**Metal 4**

(2 px per µm) Supply wires on this layer in gray. Cells faint in the background.
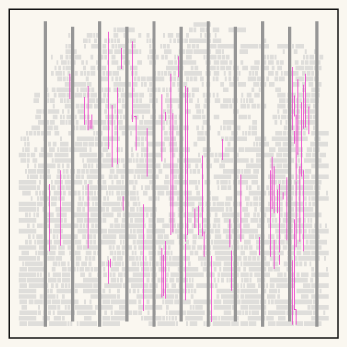
**Clock wiring as the flow saved it**

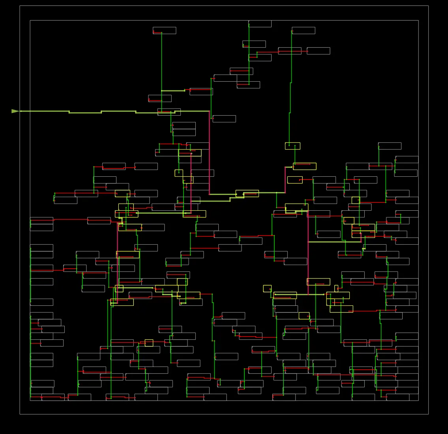
**Met3 routing**

(3 px per µm) Cells faint in the background.
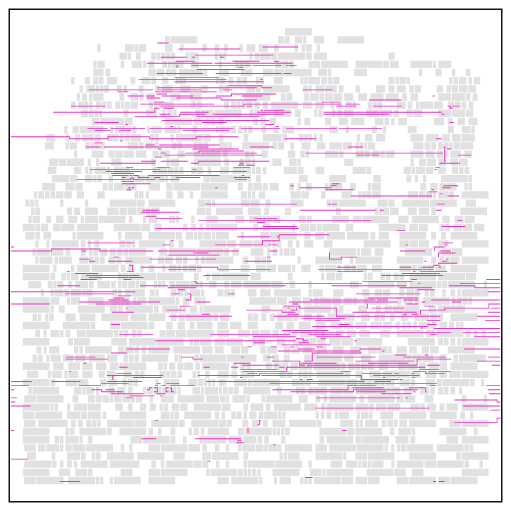
--- src/rtl/pe_sub_f32_seq.sv ---
// Multi-cycle binary32 subtractor (diff = a - b), round-toward-zero, one operation in flight.
// Denormal inputs are flushed to zero; NORM normalises one bit per cycle.
module pe_sub_f32_seq (
    input  logic        clk,
    input  logic        rst,
    input  logic        in_valid,
    output logic        in_ready,
    input  logic [31:0] a,
    input  logic [31:0] b,
    output logic        out_valid,
    input  logic        out_ready,
    output logic [31:0] diff,
    output logic        busy
);

    typedef enum logic [2:0] {IDLE, UNPACK, ALIGN, ADD, NORM, PACK, DONE} state_t;

    localparam logic [31:0] QNAN = 32'h7FC00000;

    state_t state, state_nxt;

    logic [31:0] ra, rb;
    logic        sgn, eff_sub, zero_q, flush_q;
    logic [8:0]  ex;
    logic [7:0]  exp_b;
    logic [26:0] mant, mb;
    logic [31:0] res_q;

    // unpack view of the captured operands; b's sign is inverted here
    logic [7:0]  ea_i, eb_i;
    logic [22:0] fa_i, fb_i;
    logic        sa_i, sb_i, a_zero, b_zero, a_nan, b_nan, a_inf, b_inf, swap;
    logic        special;
    logic [31:0] spec_res;

    always_comb begin
        ea_i   = ra[30:23];
        eb_i   = rb[30:23];
        fa_i   = ra[22:0];
        fb_i   = rb[22:0];
        sa_i   = ra[31];
        sb_i   = ~rb[31];
        a_zero = (ea_i == 8'd0);
        b_zero = (eb_i == 8'd0);
        a_nan  = (ea_i == 8'hFF) && (fa_i != 23'd0);
        b_nan  = (eb_i == 8'hFF) && (fb_i != 23'd0);
        a_inf  = (ea_i == 8'hFF) && (fa_i == 23'd0);
        b_inf  = (eb_i == 8'hFF) && (fb_i == 23'd0);
        swap   = (rb[30:0] > ra[30:0]);
        special  = 1'b1;
        spec_res = 32'd0;
        if (a_nan || b_nan)
            spec_res = QNAN;
        else if (a_inf && b_inf)
            spec_res = (sa_i != sb_i) ? QNAN : ra;
        else if (a_inf)
            spec_res = ra;
        else if (b_inf)
            spec_res = {sb_i, rb[30:0]};
        else if (a_zero && b_zero)
            spec_res = {sa_i & sb_i, 31'd0};
        else if (b_zero)
            spec_res = ra;
        else if (a_zero)
            spec_res = {sb_i, rb[30:0]};
        else
            special = 1'b0;
    end

    // alignment of the smaller mantissa with guard/round/sticky collapse
    logic [7:0]  sh_amt;
    logic [26:0] mb_shr, mb_al;
    logic        lost;

    always_comb begin
        sh_amt = ex[7:0] - exp_b;
        mb_shr = mb >> sh_amt;
        lost   = |(mb & ~(27'h7FFFFFF << sh_amt));
        if (sh_amt >= 8'd27)
            mb_al = 27'd1;
        else
            mb_al = {mb_shr[26:1], mb_shr[0] | lost};
    end

    logic [27:0] sum;

    always_comb begin
        if (eff_sub)
            sum = {1'b0, mant} - {1'b0, mb};
        else
            sum = {1'b0, mant} + {1'b0, mb};
    end

    always_ff @(posedge clk or posedge rst) begin
        if (rst)
            state <= IDLE;
        else
            state <= state_nxt;
    end

    always_comb begin
        state_nxt = state;
        case (state)
            IDLE:    if (in_valid) state_nxt = UNPACK;
            UNPACK:  state_nxt = special ? DONE : ALIGN;
            ALIGN:   state_nxt = ADD;
            ADD:     state_nxt = NORM;
            NORM:    if ((mant == 27'd0) || mant[26] || (ex <= 9'd1)) state_nxt = PACK;
            PACK:    state_nxt = DONE;
            DONE:    if (out_ready) state_nxt = IDLE;
            default: state_nxt = IDLE;
        endcase
    end

    always_ff @(posedge clk or posedge rst) begin
        if (rst) begin
            ra      <= 32'd0;
            rb      <= 32'd0;
            sgn     <= 1'b0;
            eff_sub <= 1'b0;
            zero_q  <= 1'b0;
            flush_q <= 1'b0;
            ex      <= 9'd0;
            exp_b   <= 8'd0;
            mant    <= 27'd0;
            mb      <= 27'd0;
            res_q   <= 32'd0;
        end else begin
            case (state)
                IDLE: if (in_valid) begin
                    ra <= a;
                    rb <= b;
                end
                UNPACK: begin
                    zero_q  <= 1'b0;
                    flush_q <= 1'b0;
                    if (special) begin
                        res_q <= spec_res;
                    end else begin
                        sgn     <= swap ? sb_i : sa_i;
                        eff_sub <= (sa_i != sb_i);
                        ex      <= {1'b0, swap ? eb_i : ea_i};
                        exp_b   <= swap ? ea_i : eb_i;
                        mant    <= {1'b1, swap ? fb_i : fa_i, 3'b000};
                        mb      <= {1'b1, swap ? fa_i : fb_i, 3'b000};
                    end
                end
                ALIGN: mb <= mb_al;
                ADD: begin
                    if (sum[27]) begin
                        mant <= {sum[27:2], sum[1] | sum[0]};
                        ex   <= ex + 9'd1;
                    end else begin
                        mant <= sum[26:0];
                    end
                end
                NORM: begin
                    if (mant == 27'd0)
                        zero_q <= 1'b1;
                    else if (!mant[26]) begin
                        if (ex <= 9'd1)
                            flush_q <= 1'b1;
                        else begin
                            mant <= {mant[25:0], 1'b0};
                            ex   <= ex - 9'd1;
                        end
                    end
                end
                PACK: begin
                    if (zero_q)
                        res_q <= 32'd0;
                    else if (flush_q)
                        res_q <= {sgn, 31'd0};
                    else if (ex >= 9'd255)
                        res_q <= {sgn, 31'h7F7FFFFF};
                    else
                        res_q <= {sgn, ex[7:0], mant[25:3]};
                end
                default: ;
            endcase
        end
    end

    assign in_ready  = (state == IDLE);
    assign out_valid = (state == DONE);
    assign busy      = (state != IDLE);
    assign diff      = res_q;

endmodule

--- config.mk ---
export PLATFORM = sky130hd
export DESIGN_NAME = pe_sub_f32_seq
export DESIGN_NICKNAME = d
export VERILOG_FILES = /design/src/rtl/pe_sub_f32_seq.sv
export SDC_FILE = /design/constraint.sdc
export NUM_CORES = 1
export LEC_CHECK = 0
export CAP_MARGIN = 40
export CORE_MARGIN = 4
export CORE_UTILIZATION = 59
export DETAILED_ROUTE_END_ITERATION = 8
export DONT_BUFFER_PORTS = 1
export PLACE_DENSITY = 0.75
export SYNTH_ARGS = -nofsm -noshare
export SYNTH_HDL_FRONTEND = slang
export SYNTH_SLANG_ARGS = --single-unit
--- constraint.sdc ---
create_clock -name clk -period 9.6 [get_ports clk]
set_input_delay 1.92 -clock clk [delete_from_list [all_inputs] [get_ports clk]]
set_output_delay 1.92 -clock clk [all_outputs]
set_load 0.01 [all_outputs]
==> GITHUB_STEP_SUMMARY <==
### Metrics collected by this job

| Metric | Value |
|---|---|
| Worst Path Required | 9.93 ns |
| Most instantiated flip-flop cell in the synthesis netlist | dfrtp_1 |
| Area overhead of the layout relative to synthesis | 5.93% |
| CTS tree | done |
| DP Worst Slack | 4.52 ns |
| Die ar. | 26800 µm² |
| Proportion of register bits with asynchronous set or reset after synthesis | 100% |
| Number of cells in the finished layout apart from fillers | 1970 |
| Critical path startpoint category | register |
| # H-tree levels | 4 |
| Area of the synthesized netlist per yosys stat | 14300 µm² |
| RSZ-0062 raised after global routing | false |
| Outcome | finished, final reports clean |
| Setup CP Type | reg2reg |
| Slowest stage cell on the critical path | a2111oi_0 |
| Resized Gates After CTS | 0 |
| Share of cells above drive strength 1 | 10.7% |
| Count of yosys warnings during synthesis | 0 |
| Share of the core filled with cells in the final layout | 63.9% |
| Floorplan Utilization | 60.3% |
| Final HPWL DP | 35.0 mm |
| Count of unresolved DRC violations after routing | 0 |
| Actual transition at the worst max-transition pin | 0.966 ns |
| Most common library cells after synthesis | dfrtp_1, o21ai_0, nand2_1 |
| Post-route fraction of the period consumed by the critical path | 55.4% |
| Max clock buf depth | 2 |
| Count of cells along the worst hold path | 2 |
| R2r worst-path depth | 15 |
| Clock edge transition at the registers on the reported setup and hold paths | 0.08 ns |
| Total gr overflow | 0 |
| Min cycle time layout | 5.32 ns |
| Post-cts hold-fix buffer tally | 0 |
| Die boundary width | 164 µm |
| Net total in the final layout | 1780 |
| Vert. Die Dim | 164 µm |
| Max capacitance violation total | 0 |
| Final count of hold timing violations | 0 |
| Maximum number of pins on one net before global-route repair | 92 |
| Synth unique cells | 83 |
| Slowest cell delay on critical path | 0.81 ns |
| All-Layer GR Usage | 34.7% |
| Maximum net fanout on the critical path | 8 |
| Cell breakdown of the critical path | or4_4 > or4_4 > nor3_1 > a21oi_1 > xnor2_1 > ha_1 > a211oi_1 > o21bai_1 > a2111oi_0 > nand3_1 > a221o_1 > a311oi_1 > xnor2_1 > mux2i_1 > o221ai_1 |
| Buffer cell driving the clock tree root | clkbuf_16 |
| CP Data Arrival Time | 5.65 ns |
| Number of buffers added on ports | 0 |
| Combinational gate area | 9210 µm² |
| Sequential cell area fraction in the yosys report | 30.5% |
| Number of vias per cell | 6.87 |
| WL per Instance | 23.7 µm |
| Avg Cell Area, Syn | 8.35 µm² |
| Antenna diode count | 0 |
| Number of antenna violations at the first check in global routing | 0 |
| Instance count after placement with tap cells included | 1938 |
| Worst slew margin | 35.6% |
| Core ar. | 23700 µm² |
| OpenROAD warning count | 29 |
| Gate count after technology mapping | 1712 |
| Most popular library cell in the synthesized design by count | dfrtp_1 |
| Starting DRT DRC Count | 1867 |
| Routability congestion estimate | 1.03 |
| Global-route wire length before repair | 73.0 mm |
| Setup TNS Final | 0 ns |
| Register bit count reported by yosys | 174 |
Back to the opening pictures, 'metal 4':
longest straight run: 80.2 µm
share of all routed wire: 3.6%
total number of vias: 13500
total routed wirelength: 46.8 mm

Back to the opening pictures, 'clock wiring as the flow saved it':
clock buffers created by TritonCTS: 17
final setup skew: 0.0167 ns
FF+latch count: 174
CTS Sinks: 174
worst skew pair latency: 0.44 ns

Back to the opening pictures, 'met3 routing':
main direction: horizontal
wire length on this layer: 4520 µm
global routing usage on met3: 6.16%

-- placed cells by master, fill, tap and decap left out, drive strengths merged, types with 28 or more instances in the layout --
cell type  count
o21ai        180
dfrtp        174
nand2        152
a21oi        151
nor2         125
mux2i         89
inv           81
mux2          74
ha            72
nor3          43
xnor2         40
o21a          33
buf           28
-- final cells by class --
| cell class | count | share of cell area (%) |
|---|---|---|
| multi-input combinational | 1346 | 60.8 |
| sequential | 174 | 28.8 |
| clock buffer | 18 | 2.83 |
| tap | 319 | 2.64 |
| timing repair buffer | 28 | 2.06 |
| inverter | 71 | 1.79 |
| clock inverter | 14 | 1.07 |
-- layer usage --
| layer | track usage, % | routed length [µm] | up-vias |
|---|---|---|---|
| met2 | 56.8 | 21600 | 773 |
| li1 | - | - | 6145 |
| met5 | 1.33 | 46 | - |
| met4 | 10.3 | 1690 | 2 |
| met1 | 47.2 | 18900 | 6467 |
| met3 | 6.16 | 4520 | 140 |
-- sequential cells by signal, indices dropped and copies added, names as in the netlist --
signal,count
rb,32
diff,32
sgn,1
ex,9
zero_q,1
state,3
mb,27
flush_q,1
exp_b,8
mant,27
ra,32
eff_sub,1
-- path summary, 6_finish.rpt --
kind                                   startpoint                    to  slack [ns]
worst max-delay path            mb[2]$_DFFE_PP0P_  mant[25]$_DFFE_PP0P_        4.28
worst min-delay path              sgn$_DFFE_PP0P_       sgn$_DFFE_PP0P_        0.50
worst max register to register  mb[2]$_DFFE_PP0P_  mant[25]$_DFFE_PP0P_        4.28
worst min register to register    sgn$_DFFE_PP0P_       sgn$_DFFE_PP0P_        0.50
max in group asynchronous                     rst    ra[11]$_DFFE_PP0P_        7.62
min in group asynchronous                     rst    rb[24]$_DFFE_PP0P_        1.20
-- through the flow --
step	cell area [µm²]	hold slack (ns)
after floorplan	14300	0.450
after global placement	14400	0.472
after detailed placement	14500	0.484
after CTS	15100	0.501
after global routing	15100	0.516
final	15100	0.495
-- kinds of logic after synthesis --
kind of cell | share of synthesized area, %
flip-flops | 30.5
buffers and inverters | 5.49
adder cells (fa/ha/maj) | 6.58
multiplexers | 12.7
AND-OR/OR-AND | 26.0
XOR/XNOR | 3.25
AND/OR/NAND/NOR | 15.5
-- critical path, delay by kind of cell, from the launching register on --
kind                     cells  cell delay (ns)
XOR/XNOR                     2             0.36
AND/OR/NAND/NOR              4             1.53
AND-OR/OR-AND                7             2.36
flip-flops                   1             0.48
adder cells (fa/ha/maj)      1             0.39
multiplexers                 1             0.10
